Figure 1. Pin map.
Scale bar: 50 um. Pins as bars across the die edge, other pins in grey.
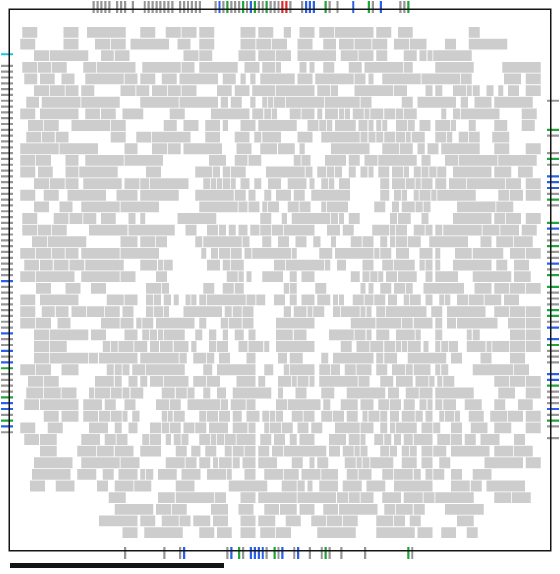
Figure 2. Layout detail.
Region (85, 85) to (105, 105) um. Cells in grey, sequential cells in the stronger grey; small squares are vias.
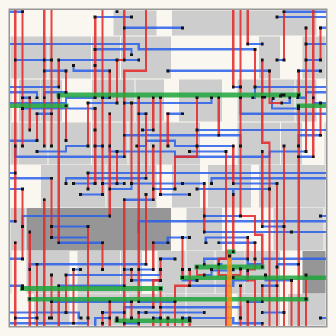
Figure 3. Placement density heat map.
13 x 13 tiles, from white (low) to dark blue (high), 0 to 100% covered.
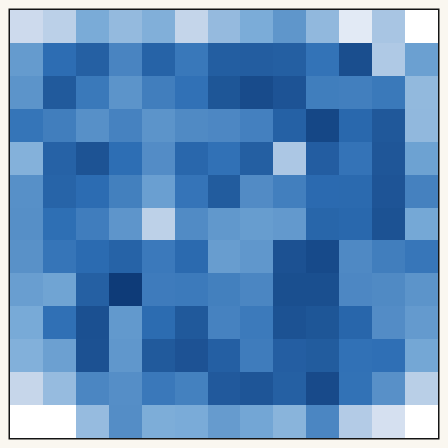
Figure 4. Sizing map.
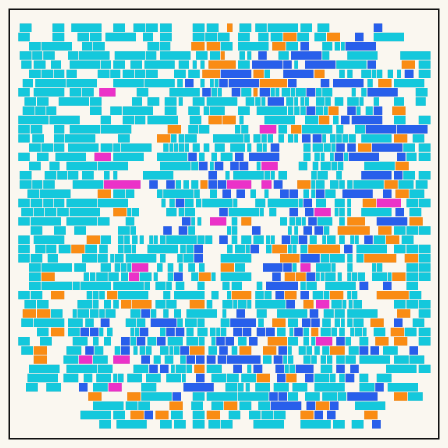
Figure 5. Placed standard cells.
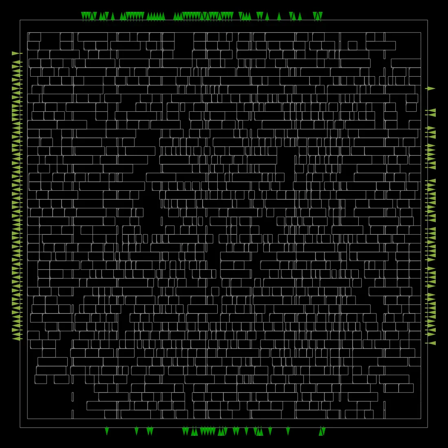
===== src/rtl/if_fetch_pkg.sv =====
// Shared constants for the instruction-fetch stage: reset address, next-PC
// op codes, and the IF/ID pipeline register layout.
package if_fetch_pkg;

    localparam logic [31:0] INITIAL_ADDRESS = 32'h0000_3000;

    localparam logic [1:0] NPC_SEQ = 2'd0;
    localparam logic [1:0] NPC_BR  = 2'd1;
    localparam logic [1:0] NPC_J   = 2'd2;
    localparam logic [1:0] NPC_JR  = 2'd3;

    localparam logic [31:0] NOP_INSTR = 32'h0000_0000;

    typedef struct packed {
        logic [31:0] pc;
        logic [31:0] instr;
        logic        valid;
        logic        err;
    } ifid_t;

    // Branch displacement in bytes: sign-extended word offset, shifted left by 2.
    function automatic logic [31:0] br_offset(input logic [15:0] imm16);
        return {{14{imm16[15]}}, imm16, 2'b00};
    endfunction

endpackage


===== src/rtl/if_fetch_if.sv =====
// Fetch-stage bus: ROM address/data plus the D-stage redirect and stall controls.
// master = pipeline/ROM side, slave = fetch stage.
interface if_fetch_if;
    logic        stall;
    logic [1:0]  D_npc_op;
    logic        D_br_taken;
    logic [25:0] D_imm26;
    logic [31:0] D_rs_val;
    logic [31:0] F_pc;
    logic [31:0] F_instr;
    logic [31:0] D_pc;
    logic [31:0] D_instr;
    logic        D_valid;
    logic        D_fetch_err;

    modport master (
        output stall, D_npc_op, D_br_taken, D_imm26, D_rs_val, F_instr,
        input  F_pc, D_pc, D_instr, D_valid, D_fetch_err
    );

    modport slave (
        input  stall, D_npc_op, D_br_taken, D_imm26, D_rs_val, F_instr,
        output F_pc, D_pc, D_instr, D_valid, D_fetch_err
    );
endinterface


===== src/rtl/if_fetch_npc_calc.sv =====
// Combinational next-PC selection. Redirects are computed from the D-stage PC,
// so the instruction currently in F always executes as the delay slot.
module npc_calc
    import if_fetch_pkg::*;
(
    input  logic [31:0] f_pc_i,
    input  logic [31:0] d_pc_i,
    input  logic [1:0]  npc_op_i,
    input  logic        br_taken_i,
    input  logic [25:0] imm26_i,
    input  logic [31:0] rs_val_i,
    output logic [31:0] npc_o
);

    always_comb begin
        npc_o = f_pc_i + 32'd4;
        case (npc_op_i)
            NPC_BR:  if (br_taken_i) npc_o = d_pc_i + 32'd4 + br_offset(imm26_i[15:0]);
            NPC_J:   npc_o = {d_pc_i[31:28], imm26_i, 2'b00};
            NPC_JR:  npc_o = rs_val_i;
            default: npc_o = f_pc_i + 32'd4;
        endcase
    end

endmodule


===== src/rtl/if_fetch.sv =====
// Instruction-fetch stage: PC register, fetch-window/alignment check, and the
// IF/ID pipeline register. Stall freezes both registers together.
module if_fetch
    import if_fetch_pkg::*;
#(
    parameter logic [31:0] INIT_PC  = INITIAL_ADDRESS,
    parameter int          IM_WORDS = 4096
) (
    input  logic       clk,
    input  logic       reset,
    if_fetch_if.slave  bus
);

    localparam logic [31:0] PC_END = INIT_PC + 32'(4 * IM_WORDS);

    logic [31:0] pc_q, pc_d;
    logic [31:0] npc;
    logic        fetch_err;
    ifid_t       ifid_q, ifid_d;

    assign fetch_err = (pc_q[1:0] != 2'b00) || (pc_q < INIT_PC) || (pc_q >= PC_END);

    npc_calc u_npc_calc (
        .f_pc_i     (pc_q),
        .d_pc_i     (ifid_q.pc),
        .npc_op_i   (bus.D_npc_op),
        .br_taken_i (bus.D_br_taken),
        .imm26_i    (bus.D_imm26),
        .rs_val_i   (bus.D_rs_val),
        .npc_o      (npc)
    );

    always_comb begin
        pc_d   = pc_q;
        ifid_d = ifid_q;
        if (!bus.stall) begin
            pc_d         = npc;
            ifid_d.pc    = pc_q;
            // Faulting fetches become nops but keep their PC for the exception path.
            ifid_d.instr = fetch_err ? NOP_INSTR : bus.F_instr;
            ifid_d.valid = 1'b1;
            ifid_d.err   = fetch_err;
        end
    end

    always_ff @(posedge clk or negedge reset) begin
        if (!reset) begin
            pc_q   <= INIT_PC;
            ifid_q <= '{pc: INIT_PC, instr: NOP_INSTR, valid: 1'b0, err: 1'b0};
        end else begin
            pc_q   <= pc_d;
            ifid_q <= ifid_d;
        end
    end

    assign bus.F_pc        = pc_q;
    assign bus.D_pc        = ifid_q.pc;
    assign bus.D_instr     = ifid_q.instr;
    assign bus.D_valid     = ifid_q.valid;
    assign bus.D_fetch_err = ifid_q.err;

endmodule


===== src/flat_wrapper.sv =====
// flat-port wrapper written by rule: the top's interface ports become plain ports
module if_fetch_flat import if_fetch_pkg::*;
#(
    parameter logic [31:0] INIT_PC  = INITIAL_ADDRESS,
    parameter int          IM_WORDS = 4096
)
  (clk, reset, bus_stall, bus_D_npc_op, bus_D_br_taken, bus_D_imm26, bus_D_rs_val, bus_F_instr, bus_F_pc, bus_D_pc, bus_D_instr, bus_D_valid, bus_D_fetch_err);
  if_fetch_if bus_i ();
  input  logic clk;
  input  logic reset;
  input wire logic [$bits(bus_i.stall)-1:0] bus_stall;
  input wire logic [$bits(bus_i.D_npc_op)-1:0] bus_D_npc_op;
  input wire logic [$bits(bus_i.D_br_taken)-1:0] bus_D_br_taken;
  input wire logic [$bits(bus_i.D_imm26)-1:0] bus_D_imm26;
  input wire logic [$bits(bus_i.D_rs_val)-1:0] bus_D_rs_val;
  input wire logic [$bits(bus_i.F_instr)-1:0] bus_F_instr;
  output wire logic [$bits(bus_i.F_pc)-1:0] bus_F_pc;
  output wire logic [$bits(bus_i.D_pc)-1:0] bus_D_pc;
  output wire logic [$bits(bus_i.D_instr)-1:0] bus_D_instr;
  output wire logic [$bits(bus_i.D_valid)-1:0] bus_D_valid;
  output wire logic [$bits(bus_i.D_fetch_err)-1:0] bus_D_fetch_err;
  assign bus_i.stall = bus_stall;
  assign bus_i.D_npc_op = bus_D_npc_op;
  assign bus_i.D_br_taken = bus_D_br_taken;
  assign bus_i.D_imm26 = bus_D_imm26;
  assign bus_i.D_rs_val = bus_D_rs_val;
  assign bus_i.F_instr = bus_F_instr;
  assign bus_F_pc = bus_i.F_pc;
  assign bus_D_pc = bus_i.D_pc;
  assign bus_D_instr = bus_i.D_instr;
  assign bus_D_valid = bus_i.D_valid;
  assign bus_D_fetch_err = bus_i.D_fetch_err;
  if_fetch #(.INIT_PC(INIT_PC), .IM_WORDS(IM_WORDS)) u_core (.clk(clk), .reset(reset), .bus(bus_i));
endmodule

===== config.mk =====
export PLATFORM = sky130hd
export DESIGN_NAME = if_fetch_flat
export DESIGN_NICKNAME = d
export VERILOG_FILES = /design/src/rtl/if_fetch_pkg.sv /design/src/rtl/if_fetch_if.sv /design/src/rtl/if_fetch_npc_calc.sv /design/src/rtl/if_fetch.sv /design/src/flat_wrapper.sv
export SDC_FILE = /design/constraint.sdc
export NUM_CORES = 1
export LEC_CHECK = 0
export ABC_CLOCK_PERIOD_IN_PS = 2800
export CAP_MARGIN = 20
export CORE_MARGIN = 2
export CORE_UTILIZATION = 45
export CTS_BUF_LIST = sky130_fd_sc_hd__clkbuf_4 sky130_fd_sc_hd__clkbuf_8
export CTS_CLUSTER_DIAMETER = 80
export DETAILED_ROUTE_END_ITERATION = 8
export PLACE_DENSITY_LB_ADDON = 0.05
export SYNTH_ARGS = -nofsm -noshare
export SYNTH_HDL_FRONTEND = slang
export SYNTH_SLANG_ARGS = --single-unit
export TNS_END_PERCENT = 10

===== constraint.sdc =====
create_clock -name clk -period 2.8 [get_ports clk]
set_clock_uncertainty 0.2 [all_clocks]
set_input_delay 0.56 -clock clk [delete_from_list [all_inputs] [get_ports clk]]
set_output_delay 0.56 -clock clk [all_outputs]
set_load 0.005 [all_outputs]

==> impl.org <==
* Flow results

** Global routing
- The global routing report lists met1 layer usage as 0.364.
- The global routing stage identified its most utilized layer as met2.
- Met3 track demand over resource in global routing :: 0.0527

** STA
- The final timing summary puts the cycle share of the worst path at 1.14.
- Final critical-path setup slack :: -0.385 ns
- For this run, the final setup violation count is recorded as 17.
- The pin closest to its max-slew limit shows a slew of between 0.4 and 0.5 ns.

** Yosys
- The cell type that accounts for the most area after synthesis is dfrtp_1.
- Post-synthesis register bit count :: roughly 98
- Synthesis produced a netlist with a net count of about 870.

** Layout
- The finished design was reported to have a net count of around 1200.
- Non-clock buffer count :: approximately 330
- In the layout the tool counted multi-input logic cells amounting to around 550.

** Placed design
- Gp weighted congestion :: 0.925

** Setup path
- Critical Path Sink :: u_core.bus.F_pc[26]
- Startpoint kind of the worst setup timing path :: input port

** Status
- The run finished, with violations left.
- Violated checks :: setup timing

** Floorplan
- After floorplanning, the core was divided into ~44 placement rows.

** Routing
- DRC violations left :: 0

** Power and ir drop
- Per the power-grid run, VDD falls by no more than 0.349 mV.
Notes on Figure 1 above:
- `clk`: cyan (pins 1; direction input; edge west)
- `bus_F_pc`: blue (pins 32; direction output; edge 10 east, 8 south, 7 north, 7 west)
- `bus_D_imm26`: green (pins 26; direction input; edge 12 east, 7 north, 4 south, 3 west)
- `bus_D_npc_op`: red (pins 2; direction input; edge north)
- all pins by edge: 65 west, 57 north, 46 east, 26 south
width of the chip: 126 um
Port Buf Inserts: 193

Notes on Figure 2 above:
- met3: green
- met4: orange
- met1: blue
- met2: red
- most frequent: buf_4 (9), nor2_1 (4), a21oi_1 (4)
- cells with their middle in the window: 43
- sequential cells in the window: 1
- netlist names of flops here include: `u_core.bus.F_pc` (1)

Notes on Figure 3 above:
- fullest tile: 96%
- nearly empty tiles: 2.4%
- tiles over 75% full: 33%
- mean over tiles: 64%
starting density of the core: 0.461
core region area: 14600 um2
utilization after layout: 0.718

Notes on Figure 4 above:
- drive 3 to 4: blue (cells 164; share 16%)
- drive 6 and up: magenta (cells 18; share 1.8%)
- drive 1 or less: cyan (cells 744; share 73%)
- drive 2: orange (cells 93; share 9.1%)
area overhead of the layout relative to synthesis: 55.7%
final critical-path setup slack: -0.385 ns
post-route cell area: 10500 um2

Notes on Figure 5 above:
Seq area share: 0.235
flip-flops: 98

## metal layers
metal | part of all wire | vias up | wire, um
li1 | - | 3246 | -
met2 | 0.48 | 336 | 11000
met5 | 0 | - | 0
met1 | 0.42 | 3338 | 9630
met4 | 0.027 | 0 | 621
met3 | 0.072 | 49 | 1650
## flip-flops by register name, summed over array words and instances, names as in the netlist
| name | flops |
|---|---|
| u_core.bus.D_valid | 1 |
| u_core.bus.D_fetch_err | 1 |
| u_core.bus.D_pc | 32 |
| u_core.bus.F_pc | 32 |
| u_core.bus.D_instr | 32 |
Power and IR drop assume default switching activity.
